**Run 1: cells colored by class**

Drawn at 10 px/um.
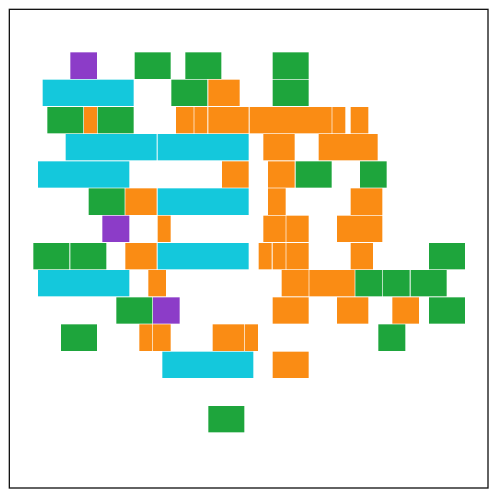
**Run 1: metal 3**

Drawn at 8 px/um.
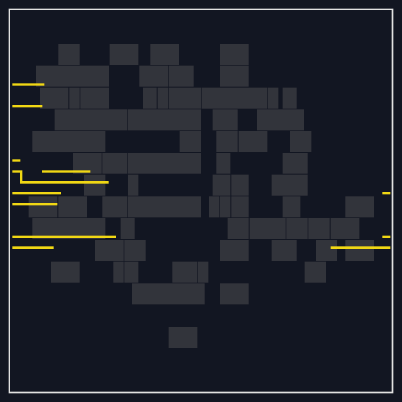
**Run 1: sizing map**

Drawn at 6 px/um.
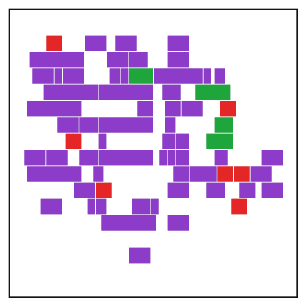
==> config.mk <==
export PLATFORM = sky130hd
export DESIGN_NAME = gray_code_counter
export DESIGN_NICKNAME = d
export VERILOG_FILES = /design/src/rtl/gray_code_counter_pkg.sv /design/src/rtl/gray_code_counter_bin_to_gray.sv /design/src/rtl/gray_code_counter.sv
export SDC_FILE = /design/constraint.sdc
export NUM_CORES = 1
export LEC_CHECK = 0
export ABC_CLOCK_PERIOD_IN_PS = 2600
export CAP_MARGIN = 25
export CORE_MARGIN = 2
export CORE_UTILIZATION = 25
export CTS_BUF_LIST = sky130_fd_sc_hd__clkbuf_4
export DETAILED_ROUTE_END_ITERATION = 12
export GPL_ROUTABILITY_DRIVEN = 0
export PLACE_DENSITY = 0.57
export SLEW_MARGIN = 15
export SYNTH_ARGS = -nofsm -noshare
export SYNTH_HDL_FRONTEND = slang
export SYNTH_SLANG_ARGS = --single-unit
==> constraint.sdc <==
create_clock -name clk -period 2.6 [get_ports clk]
set_clock_uncertainty 0.1 [all_clocks]
set_input_delay 0.52 -clock clk [delete_from_list [all_inputs] [get_ports clk]]
set_output_delay 0.52 -clock clk [all_outputs]
set_load 0.05 [all_outputs]
==> src/rtl/gray_code_counter_pkg.sv <==
// Shared definitions for the Gray-code encoder path: default width,
// the step operation type, and the reference binary-to-Gray function.
package gray_code_counter_pkg;

  localparam int GRAY_WIDTH_DEFAULT = 4;
  localparam int GRAY_WIDTH_MAX     = 16;

  // What the counter does on a given rising edge, in priority order.
  typedef enum logic [1:0] {
    OP_HOLD,
    OP_LOAD,
    OP_UP,
    OP_DOWN
  } op_e;

  // Binary to Gray at the maximum legal width. Narrower values are
  // zero-extended; their low bits convert correctly because the shift
  // brings a zero into the top bit of the narrower value.
  function automatic logic [GRAY_WIDTH_MAX-1:0] bin2gray(
    input logic [GRAY_WIDTH_MAX-1:0] b
  );
    return b ^ (b >> 1);
  endfunction

endpackage

==> src/rtl/gray_code_counter_bin_to_gray.sv <==
// Combinational binary-to-Gray converter. It feeds the gray_out flop so
// that gray_out always leaves a register, never decode logic.
module bin_to_gray #(
  parameter int WIDTH = 4
) (
  input  logic [WIDTH-1:0] bin,
  output logic [WIDTH-1:0] gray
);

  // Each Gray bit is the XOR of adjacent binary bits; the MSB passes through.
  assign gray = bin ^ (bin >> 1);

endmodule

==> src/rtl/gray_code_counter.sv <==
// Registered up/down counter that keeps a binary count and a matching
// Gray code in flops, plus a one-cycle wrap pulse. Load beats count.
module gray_code_counter
  import gray_code_counter_pkg::*;
#(
  parameter int WIDTH = GRAY_WIDTH_DEFAULT
) (
  input  logic             clk,
  input  logic             rst,
  input  logic             en,
  input  logic             dn,
  input  logic             load,
  input  logic [WIDTH-1:0] load_val,
  output logic [WIDTH-1:0] bin_out,
  output logic [WIDTH-1:0] gray_out,
  output logic             wrap
);

  op_e              op;
  logic [WIDTH-1:0] nxt_bin;
  logic [WIDTH-1:0] nxt_gray;
  logic             nxt_wrap;

  // Select the operation for this edge and form the next binary value and wrap flag.
  always_comb begin
    // NOTE: every output of this block gets a default first, so no path
    // through the case below can leave one unassigned and infer a latch.
    op       = OP_HOLD;
    nxt_bin  = bin_out;
    nxt_wrap = 1'b0;

    if (load)    op = OP_LOAD;
    else if (en) op = dn ? OP_DOWN : OP_UP;

    unique case (op)
      OP_LOAD: nxt_bin = load_val;
      OP_UP: begin
        nxt_bin  = bin_out + WIDTH'(1);
        nxt_wrap = &bin_out;
      end
      OP_DOWN: begin
        nxt_bin  = bin_out - WIDTH'(1);
        nxt_wrap = ~|bin_out;
      end
      default: ;
    endcase
  end

  // Gray value of whatever binary value is about to be registered.
  bin_to_gray #(.WIDTH(WIDTH)) u_bin_to_gray (
    .bin  (nxt_bin),
    .gray (nxt_gray)
  );

  // Binary, Gray and wrap registers; reset clears all of them without a clock.
  always_ff @(posedge clk or posedge rst) begin
    // NOTE: these are plain registers rather than a memory array, so every
    // one of them is reset; that keeps the Gray/binary invariant true from
    // the moment rst is asserted.
    if (rst) begin
      bin_out  <= '0;
      gray_out <= '0;
      wrap     <= 1'b0;
    end else begin
      // NOTE: non-blocking assignments so all three registers update from
      // the same pre-edge values, independent of statement order.
      bin_out  <= nxt_bin;
      gray_out <= nxt_gray;
      wrap     <= nxt_wrap;
    end
  end

endmodule

==> impl_metrics.csv, run 1 <==
group,metric,value,unit
clocking,cts-root-buf,"clkbuf_4",
place,post_dp_cell_area,698,um2
die,die_y,47.7,um
die,chip_area,2280,um2
outcome,outcome,"finished clean",
sta,setup_viol,0,
cells_and_area,final-comb-area,259,um2
cells_and_area,nNetsFinal,79,
power,internal-power,306,uW
worst_setup_path,worst-r2r-cell-count,7,
worst_setup_path,startpoint,"load",
sta,grt_setup_unrepaired,"no",
power,pwr-share-comb,0.490,
clocking,insertion_delay,0.25,ns
yosys,yosys_cells,45,
clocking,ctsHoldBuffers,0,
power,switching_share,0.405,
drt,drtIter0Drc,0,
power,p_switching,208,uW
cells_and_area,drive_gt1_frac,0.164,
power,seq_power_share,0.326,
drt,drc,0,
sta,hold_viol,0,
sta,finalClockPeriodUsage,0.951,
place,dp_hpwl,802,um
yosys,synth_cell_types,24,
drt,vias_per_cell,4.14,
sta,relSlewSlack,0.659,
die,io-pin-count,18,
grt,grt_pass1_vias,364,
job,warnings,26,
worst_setup_path,cp.arrival,2.50,ns
clocking,cts_made_buffers,3,
worst_setup_path,r2r_slack,0.51,ns
worst_setup_path,required,2.63,ns
cells_and_area,ff_latch_area,200,um2
clocking,clkTransAtPathRegs,0.06,ns
clocking,cts.sinks,8,
clocking,ctsHtreeMaxLevel,1,
yosys,ys_ff,8,
drt,dr.pass1.iters,1,
worst_setup_path,path_max_fanout,2,
yosys,ys_warn_count,0,
hold_path,hold_path_class,"in -> async",
yosys,yosysTopAreaCell,"dfrtp_1",
Back to the opening pictures, 'cells colored by class':
| color | class | cells | share of their area |
|---|---|---|---|
| orange | remaining logic cells | 35 | 39% |
| purple | clock-net drivers | 3 | 3.3% |
| green | remaining buffers and delay cells | 21 | 29% |
| cyan | sequential cells | 8 | 29% |
Core Region: 1760 um2
final instance area: 721 um2
Seq/total area: 0.278
Core Util, Final: 0.409

Back to the opening pictures, 'metal 3':
longest straight run: 12.6 um
wire length on this layer: 63.7 um
Routed WL: 1060 um
met3 Usage GRT: 0.0566
vias: 381

Back to the opening pictures, 'sizing map':
| color | size | cells | share |
|---|---|---|---|
| purple | x1 and smaller | 56 | 84% |
| green | x2 | 4 | 6.0% |
| red | x3 and x4 | 7 | 10% |

## run 1: synth_stat cells
master and n:
xnor3_1 1, a22oi_1 1, mux2i_1 1, xor2_1 1, nor3b_1 1, inv_1 2, buf_4 1, xor2_2 1
ha_1 1, clkbuf_1 1, mux2_2 1, nand3b_1 1, xnor2_1 5, and4b_1 1, a31oi_1 1, dfrtp_1 8
nor2b_1 3, a21boi_1 1, nand2_1 4, nor3b_2 1, a21oi_1 1, nor2_1 2, o21ai_2 1, o21ai_0 4
## run 1: worst min path at each step
| stage | from | to | slack, ns | depth (start not counted) |
|---|---|---|---|---|
| after global placement | bin_out[3]$_DFF_PP0_ | bin_out[3]$_DFF_PP0_ | 0.58 | 2 |
| final | rst | bin_out[2]$_DFF_PP0_ | 0.41 | 2 |
| after floorplan | rst | bin_out[0]$_DFF_PP0_ | 0.24 | 1 |
| after CTS | rst | gray_out[0]$_DFF_PP0_ | 0.41 | 2 |
| after global routing | rst | bin_out[2]$_DFF_PP0_ | 0.44 | 2 |
| after detailed placement | bin_out[3]$_DFF_PP0_ | bin_out[3]$_DFF_PP0_ | 0.60 | 2 |
## run 1: kinds of logic (layout without fill, tap and decap cells)
kind of cell / Yosys count / in the layout / share of synthesized area
buf+inv: 4 / 26 / 0.0393
flops: 8 / 8 / 0.419
mux: 2 / 2 / 0.0445
simple gates: 13 / 13 / 0.165
fa+ha+maj: 1 / 1 / 0.0262
compound gates: 9 / 9 / 0.115
xor+xnor: 8 / 8 / 0.191
## run 1: through the flow
step | power (uW) | setup TNS (ns) | hold WS, ns | utilization
finish | 514 | 0 | 0.406 | 0.409
global route | 551 | 0 | 0.439 | 0.409
CTS | 520 | 0 | 0.406 | 0.409
detailed placement | 423 | -0.165 | 0.598 | 0.396
global placement | 421 | -0.185 | 0.578 | 0.396
floorplan | 336 | 0 | 0.236 | -
## run 1: final cells by class
type / count / area share
multi-input combinational: 33 / 0.359
sequential: 8 / 0.278
timing repair buffer: 21 / 0.278
tap: 25 / 0.0434
clock buffer: 3 / 0.0313
inverter: 2 / 0.0104
## run 1: metal layers
metal / GRT usage / wire length [um] / vias to the layer above / share of wire
met5: 0 / 0 / - / 0
met4: 0.0811 / 10 / 0 / 0.0094
met3: 0.0566 / 63 / 2 / 0.059
met2: 0.144 / 455 / 11 / 0.43
met1: 0.168 / 531 / 172 / 0.50
li1: - / - / 196 / -
## run 1: power groups by stage
stage	Clock (uW)	Combinational, uW	Sequential [uW]
2_1_floorplan	0	84.8	251
3_3_place_gp	0	250	171
3_5_place_dp	0	252	170
4_1_cts	98.0	254	168
5_1_grt	109	270	172
6_report	94.9	252	167
## run 1: worst max-delay path: stages
cell,delay (ns)
clkdlybuf4s50_1,0.42
nand3b_1,0.18
xnor2_1,0.14
ha_1,0.20
nor2b_1,0.14
o21ai_2,0.15
xor2_2,0.18
xnor3_1,0.31
mux2_2,0.27
## run 1: registers in the layout, indices dropped and copies added (netlist names)
register  cells
gray_out      3
bin_out       4
wrap          1
==> inputs of run 2 (changes only) <==
SLEW_MARGIN = 20   (was 15)
**Run 2: wiring heat map**

Drawn at 8 px/um. 10 x 10 tiles, from dark purple (low) to yellow (high), scaled to the fullest tile. Values are wire area over tile area, all layers added.
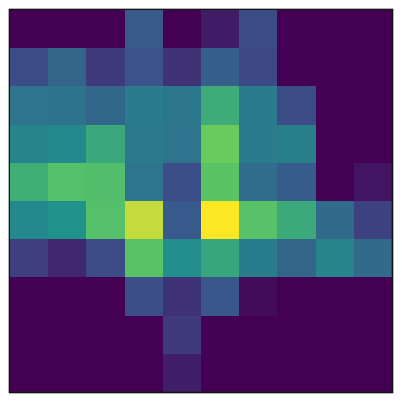
tiles over half the peak: 15%
nearly empty tiles: 39%
mean over tiles: 0.074
fullest tile: 0.31
emptiest ninth of the die: south-west

==> run 2 against run 1 <==
Compared with the run above: critical path depth unchanged; area after synthesis stayed put; final cell count unchanged; sequential power about the same; design area unchanged; core utilization unchanged; clock-buffer cell count is the same; synthesized cell count unchanged; setup slack unchanged; sequential share of layout area unchanged; wire length unchanged; flip-flop count did not move.
==> impl_metrics.csv, run 2 <==
group,metric,value,unit
power,internal-power,306,uW
yosys,most_common_cell,"dfrtp_1",
sta,setup_viol,0,
cells_and_area,regMostFlops,"bin_out",
yosys,ff_type,"dfrtp_1",
hold_path,hold_path_class,"in -> async",
clocking,cts_made_buffers,3,
die,die_y,47.7,um
cells_and_area,nNetsFinal,79,
yosys,ys_ff,8,
yosys,synth.logic.top_family,"XOR/XNOR gates",
yosys,common_cells,"8 x dfrtp_1, 5 x xnor2_1, 4 x nand2_1, 4 x o21ai_0, 3 x nor2b_1",
outcome,outcome,"finished clean",
power,seq_power_share,0.326,
yosys,synthXorXnorAreaFrac,0.191,
drt,routed_wirelength,1060,um
place,dp_hpwl,802,um
sta,grt_setup_unrepaired,"no",
worst_setup_path,r2r_slack,0.51,ns
worst_setup_path,path_max_fanout,2,
yosys,synth_cell_types,24,
cells_and_area,final_util,0.409,
worst_setup_path,startpoint,"load",
cells_and_area,drive_gt1_frac,0.164,
**Run 2: metal 3**

Drawn at 8 px/um.
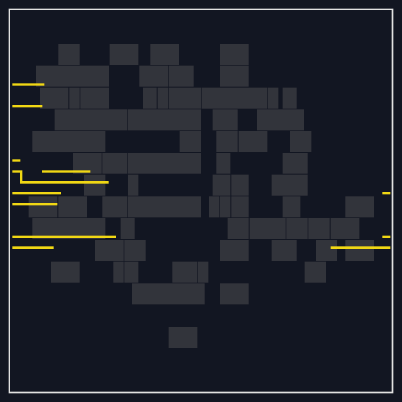
main direction: horizontal
nets with wire on the layer: 11
share of all routed wire: 6.0%

## run 2: cell counts after synthesis
No cell type changed its count.
## run 2: kinds of logic after synthesis
group           count (synthesis)
mux                             2
xor+xnor                        8
compound gates                  9
fa+ha+maj                       1
flops                           8
simple gates                   13
buf+inv                         4
## run 2: how the worst min path moves through the flow
stage	end	depth (start not counted)	slack (ns)
after floorplan	bin_out[0]$_DFF_PP0_	1	0.24
after global placement	bin_out[3]$_DFF_PP0_	2	0.58
after detailed placement	bin_out[3]$_DFF_PP0_	2	0.60
after CTS	gray_out[0]$_DFF_PP0_	2	0.41
after global routing	bin_out[2]$_DFF_PP0_	2	0.44
final	bin_out[2]$_DFF_PP0_	2	0.41
## run 2: repair_timing
item / CTS / global route
endpoints found under the hold margin: 0 / 0
endpoints found under the setup margin: 0 / 1
setup buffers: 0 / 0
## run 2: layout make-up
type                    instances  share of cell area
repair buffers                 21               0.278
multi-input cells              33               0.359
well taps                      25              0.0434
flip-flops and latches          8               0.278
clock buffers                   3              0.0313
inverters                       2              0.0104
## run 2: critical path, cell delays in order
cell,delay (ns)
clkdlybuf4s50_1,0.42
nand3b_1,0.18
xnor2_1,0.14
ha_1,0.20
nor2b_1,0.14
o21ai_2,0.15
xor2_2,0.18
xnor3_1,0.31
mux2_2,0.27
## run 2: metal layers
| layer | track usage | up-vias | wire, um | part of all wire |
|---|---|---|---|---|
| li1 | - | 196 | - | - |
| met1 | 0.168 | 172 | 531 | 0.50 |
| met2 | 0.144 | 11 | 455 | 0.43 |
| met3 | 0.0566 | 2 | 63 | 0.059 |
| met4 | 0.0811 | 0 | 10 | 0.0094 |
| met5 | 0 | - | 0 | 0 |
## run 2: power by group through the flow
stage / registers, uW / clock network [uW] / logic (uW)
3_3_place_gp: 171 / 0 / 250
3_5_place_dp: 170 / 0 / 252
5_1_grt: 172 / 109 / 270
6_report: 167 / 94.9 / 252
4_1_cts: 168 / 98.0 / 254
2_1_floorplan: 251 / 0 / 84.8
## run 2: metrics by stage
stage	power (uW)	instance area (um2)	setup TNS, ns
3_3_place_gp	421	698	-0.185
6_report	514	721	0
2_1_floorplan	336	478	0
5_1_grt	551	721	0
4_1_cts	520	721	0
3_5_place_dp	423	698	-0.165
Power and IR drop assume default switching activity.
